File: src/rtl/arb_pkg.sv
// Shared types and constants for the two-requester Avalon-MM arbiter.
// Imported by arb_rr_pick and avalon_master_arbiter.
package arb_pkg;

  typedef enum logic [1:0] {
    IDLE,
    ISSUE,
    WAIT,
    RESP
  } arb_state_t;

  localparam int REQ_INSTR = 0;
  localparam int REQ_EXT   = 1;

  localparam logic [31:0] ARB_ERR_DATA = 32'hDEAD_BEEF;

  localparam int ARB_TIMEOUT_DEF = 255;

endpackage

File: src/rtl/arb_rr_pick.sv
// Two-way winner select: round-robin on last_grant, or data wins
// outright when DATA_PRIORITY is set. Output is one-hot or zero.
module arb_rr_pick
  import arb_pkg::*;
#(
  parameter int DATA_PRIORITY = 0
) (
  input  logic [1:0] valid,
  input  logic       last_grant,
  output logic [1:0] winner
);

  logic ext_win;

  // on a tie the requester that did not go last wins
  assign ext_win = valid[REQ_EXT] &&
                   ((DATA_PRIORITY != 0) ||
                    !valid[REQ_INSTR] ||
                    !last_grant);

  always_comb begin
    winner = 2'b00;
    if (ext_win)
      winner[REQ_EXT] = 1'b1;
    else if (valid[REQ_INSTR])
      winner[REQ_INSTR] = 1'b1;
  end

endmodule

File: src/rtl/avalon_master_arbiter.sv
// Shares one Avalon-MM master between fetch (req0) and data (req1).
// Optional macro ARB_TIMEOUT_EN adds a WAIT timeout with sticky err.
module avalon_master_arbiter
  import arb_pkg::*;
#(
  parameter int WIDTH         = 32,
  parameter int DATA_PRIORITY = 0,
  parameter int TIMEOUT       = ARB_TIMEOUT_DEF
) (
  input  logic             CLK,
  input  logic             RST_N,
  input  logic             req0_valid,
  input  logic             req0_rnw,
  input  logic [WIDTH-1:0] req0_addr,
  input  logic [WIDTH-1:0] req0_wdata,
  output logic             req0_done,
  output logic [WIDTH-1:0] req0_rdata,
  input  logic             req1_valid,
  input  logic             req1_rnw,
  input  logic [WIDTH-1:0] req1_addr,
  input  logic [WIDTH-1:0] req1_wdata,
  output logic             req1_done,
  output logic [WIDTH-1:0] req1_rdata,
  output logic             m_start,
  output logic             m_rnw,
  output logic [WIDTH-1:0] m_addr,
  output logic [WIDTH-1:0] m_wdata,
  input  logic             m_done,
  input  logic [WIDTH-1:0] m_rdata,
  output logic [1:0]       grant,
  output logic             busy,
  output logic             err
);

  arb_state_t       state;
  arb_state_t       state_nxt;
  logic             last_grant;
  logic [1:0]       pick;
  logic [WIDTH-1:0] rdata_q;
  logic             timed_out;

  arb_rr_pick #(
    .DATA_PRIORITY(DATA_PRIORITY)
  ) u_pick (
    .valid     ({req1_valid, req0_valid}),
    .last_grant(last_grant),
    .winner    (pick)
  );

  always_ff @(posedge CLK or negedge RST_N) begin
    if (!RST_N) state <= IDLE;
    else        state <= state_nxt;
  end

  always_comb begin
    state_nxt = state;
    unique case (state)
      IDLE:  if (|pick) state_nxt = ISSUE;
      ISSUE: state_nxt = WAIT;
      WAIT:  if (m_done || timed_out)
               state_nxt = RESP;
      RESP:  state_nxt = IDLE;
      default: state_nxt = IDLE;
    endcase
  end

  always_comb begin
    m_start    = (state == ISSUE);
    busy       = (state != IDLE);
    req0_done  = (state == RESP) && grant[REQ_INSTR];
    req1_done  = (state == RESP) && grant[REQ_EXT];
    req0_rdata = req0_done ? rdata_q : '0;
    req1_rdata = req1_done ? rdata_q : '0;
  end

  always_ff @(posedge CLK or negedge RST_N) begin
    if (!RST_N) begin
      grant      <= '0;
      last_grant <= 1'b1;
      m_rnw      <= 1'b0;
      m_addr     <= '0;
      m_wdata    <= '0;
      rdata_q    <= '0;
    end else begin
      unique case (state)
        IDLE: if (|pick) begin
          grant   <= pick;
          m_rnw   <= pick[REQ_EXT] ? req1_rnw : req0_rnw;
          m_addr  <= pick[REQ_EXT] ? req1_addr : req0_addr;
          m_wdata <= pick[REQ_EXT] ? req1_wdata : req0_wdata;
        end
        WAIT: begin
          if (m_done)
            rdata_q <= m_rdata;
          else if (timed_out)
            rdata_q <= WIDTH'(ARB_ERR_DATA);
        end
        RESP: begin
          last_grant <= grant[REQ_EXT];
          grant      <= '0;
        end
        default: ;
      endcase
    end
  end

`ifdef ARB_TIMEOUT_EN
  localparam int CW = $clog2(TIMEOUT + 1);

  logic [CW-1:0] wait_cnt;

  // fires on the TIMEOUT-th WAIT cycle; a real m_done still wins
  assign timed_out = (state == WAIT) && !m_done &&
                     (wait_cnt == CW'(TIMEOUT - 1));

  always_ff @(posedge CLK or negedge RST_N) begin
    if (!RST_N) begin
      wait_cnt <= '0;
      err      <= 1'b0;
    end else begin
      if (state == WAIT) wait_cnt <= wait_cnt + CW'(1);
      else               wait_cnt <= '0;
      if (timed_out) err <= 1'b1;
    end
  end
`else
  logic unused_timeout;

  assign timed_out      = 1'b0;
  assign err            = 1'b0;
  assign unused_timeout = (TIMEOUT != 0);
`endif

endmodule

File: config.mk
export PLATFORM = sky130hd
export DESIGN_NAME = avalon_master_arbiter
export DESIGN_NICKNAME = d
export VERILOG_FILES = /design/src/rtl/arb_pkg.sv /design/src/rtl/arb_rr_pick.sv /design/src/rtl/avalon_master_arbiter.sv
export SDC_FILE = /design/constraint.sdc
export NUM_CORES = 1
export LEC_CHECK = 0
export CAP_MARGIN = 20
export CORE_AREA = 3 3 117 119
export CTS_BUF_LIST = sky130_fd_sc_hd__clkbuf_4 sky130_fd_sc_hd__clkbuf_8
export DETAILED_ROUTE_END_ITERATION = 10
export DIE_AREA = 0 0 120 122
export GPL_TIMING_DRIVEN = 0
export MAX_ROUTING_LAYER = met4
export PLACE_DENSITY = 0.88
export SKIP_CTS_REPAIR_TIMING = 1
export SYNTH_ARGS = -nofsm -noshare
export SYNTH_HDL_FRONTEND = slang
export SYNTH_SLANG_ARGS = --single-unit
export TNS_END_PERCENT = 50
File: constraint.sdc
create_clock -name CLK -period 4.1 [get_ports CLK]
set_input_delay 0.82 -clock CLK [delete_from_list [all_inputs] [get_ports CLK]]
set_output_delay 0.82 -clock CLK [all_outputs]
set_load 0.1 [all_outputs]
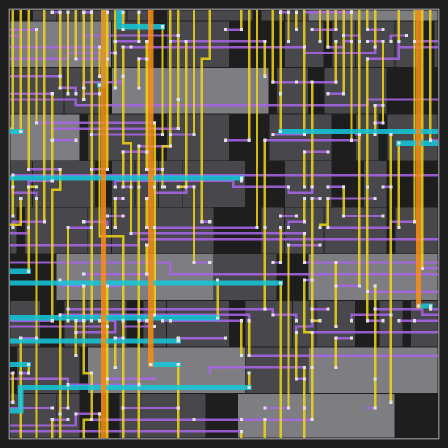
closeup.png
Window x 18 to 43, y 79 to 104 um. Cells in grey, sequential cells in the stronger grey; small squares are vias.
layer	colour
M4	orange
M1	purple
M2	yellow
M3	cyan
netlist names of flops here include	m_wdata (7)
sequential cells in the window	7
cells with their middle in the window	53
most frequent	clkdlybuf4s50_1 (18), nand2_1 (9)

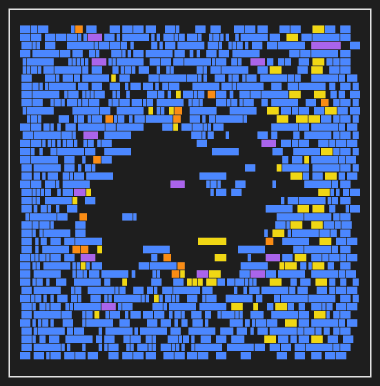
sizing.png
(3 px per um)
size	colour	cells	share	most used
x2	yellow	57	6.7%	mux2_2
x1 and smaller	blue	763	90%	clkdlybuf4s50_1
x3 and x4	orange	14	1.7%	buf_4
x6 and larger	purple	13	1.5%	clkbuf_8

==> deck_impl_summary.md <==
Flow Results at a Glance

Critical path
  – Peak per-stage delay on the critical path: 1.15 ns
  – Number of cell instances on the worst register-to-register path: 5
  – Biggest fanout along the worst timing path: 10
  – R2R Path End: rdata_q[24]
  – Top delay family on crit path: buffers and inverters
  – Worst reg2reg path startpoint: state[0]

STA
  – Total count of hold-check failures in the final report: 0
  – Cycle use final: 0.921
  – Hold WS: 0.492 ns
  – FMAX: 0.265 GHz

Placed design
  – Half-perimeter wire length of the detailed placement result: 14600 um
  – Placed Instance Area: 8170 um^2
  – IO Port Bufs: 301

Power and ir drop
  – Fraction of power spent switching nets: 0.599
  – Overall power: 7.83 mW
  – Sequential power share: 0.236

CTS
  – H-Tree Depth: 3
  – CTS Sinks: 102
  – Clock insertion delay at the later pin of the skew report: 0.37 ns
  – Clock transition at path regs: 0.09 ns
  – Root buffer cell: sky130_fd_sc_hd__clkbuf_8
  – Clock buffer count from CTS: 9

Logic synthesis
  – Summed instance area of the synthesized netlist: roughly 4900 um^2
  – Biggest area cells: sky130_fd_sc_hd__dfrtp_1 51%, sky130_fd_sc_hd__nand2_1 10%, sky130_fd_sc_hd__a31oi_1 8.3%
  – Cell type contributing the most total cell area after synthesis: sky130_fd_sc_hd__dfrtp_1
  – Area share of the largest cell type after synthesis: 0.514
  – Most frequent cell after synthesis: sky130_fd_sc_hd__nand2_1
  – Ys cells: between 500 and 600
  – Count of flip-flops with a built-in enable after synthesis: 0
  – Share of synthesized registers carrying an async set or reset: 1.00

Outcome
  – Outcome: finished, final reports clean

Die
  – Die span in y: 122 um
  – Width of the chip: 120 um
  – Core outline area: around 13000 um^2
  – Cell row count: 41

Layout
  – Layout cells sized above 1: 0.0992
  – Tally of filler cells in the layout: ~1.0k
  – Core Util, Final: 0.658

Hold path
  – Hold Path Class: input port to async pin

Global route
  – Maximum number of pins on one net before global-route repair: 57

Route
  – Post-detailed-route via-to-cell ratio: ~5
  – Number of remaining DRC errors: 0
  – Met1 routed wirelength after detailed routing: 6970 um
  – Routed wl met3: around 1700 um
  – Routed wire length on met2: between 9000 and 10000 um
[worst max path at each step]
stage | slack [ns] | depth (start not counted) | from | to
after floorplan | 1.20 | 2 | grant[1] | req1_rdata[24]
after global placement | -1.74 | 1 | RST_N | m_addr[24]
after detailed placement | 0.70 | 4 | state[0] | req1_rdata[25]
after CTS | 0.27 | 4 | state[0] | req1_rdata[25]
after global routing | 0.18 | 4 | state[0] | req1_rdata[25]
final | 0.33 | 4 | state[0] | req0_rdata[26]
[power by group through the flow]
stage / sequential [mW] / clock, mW / combinational, mW
floorplan: 4.16 / 0 / 1.64
global placement: 1.83 / 0 / 5.36
detailed placement: 1.86 / 0 / 5.41
CTS: 1.84 / 0.597 / 5.43
global route: 1.91 / 0.627 / 5.62
finish: 1.85 / 0.580 / 5.40
[per-layer routing]
metal | vias to the layer above | global-route usage
met1 | 2497 | 0.276
li1 | 2422 | -
met2 | 269 | 0.441
met5 | - | -
met3 | 43 | 0.0743
met4 | 0 | 0.109
[area by class of cell]
| class | count | area [um^2] | area share |
|---|---|---|---|
| Tap cell | 172 | 215 | 0.0258 |
| Antenna cell | 1 | 2.50 | 0.000300 |
| Sequential cell | 102 | 2550 | 0.306 |
| Multi-Input combinational cell | 379 | 2100 | 0.251 |
| Buffer | 45 | 248 | 0.0297 |
| Inverter | 5 | 18.8 | 0.00225 |
| Clock buffer | 12 | 153 | 0.0183 |
| Clock inverter | 2 | 10.0 | 0.00120 |
| Timing Repair Buffer | 302 | 3040 | 0.365 |
[cell families after synthesis]
kind of cell,after synthesis,share of synthesized area
mux,35,0.0799
flops,102,0.519
other cells,1,0.000763
buf+inv,50,0.0542
simple gates,266,0.237
fa+ha+maj,5,0.0127
compound gates,72,0.0954
Power figures rest on the tool's default switching activity, not on a simulated workload.
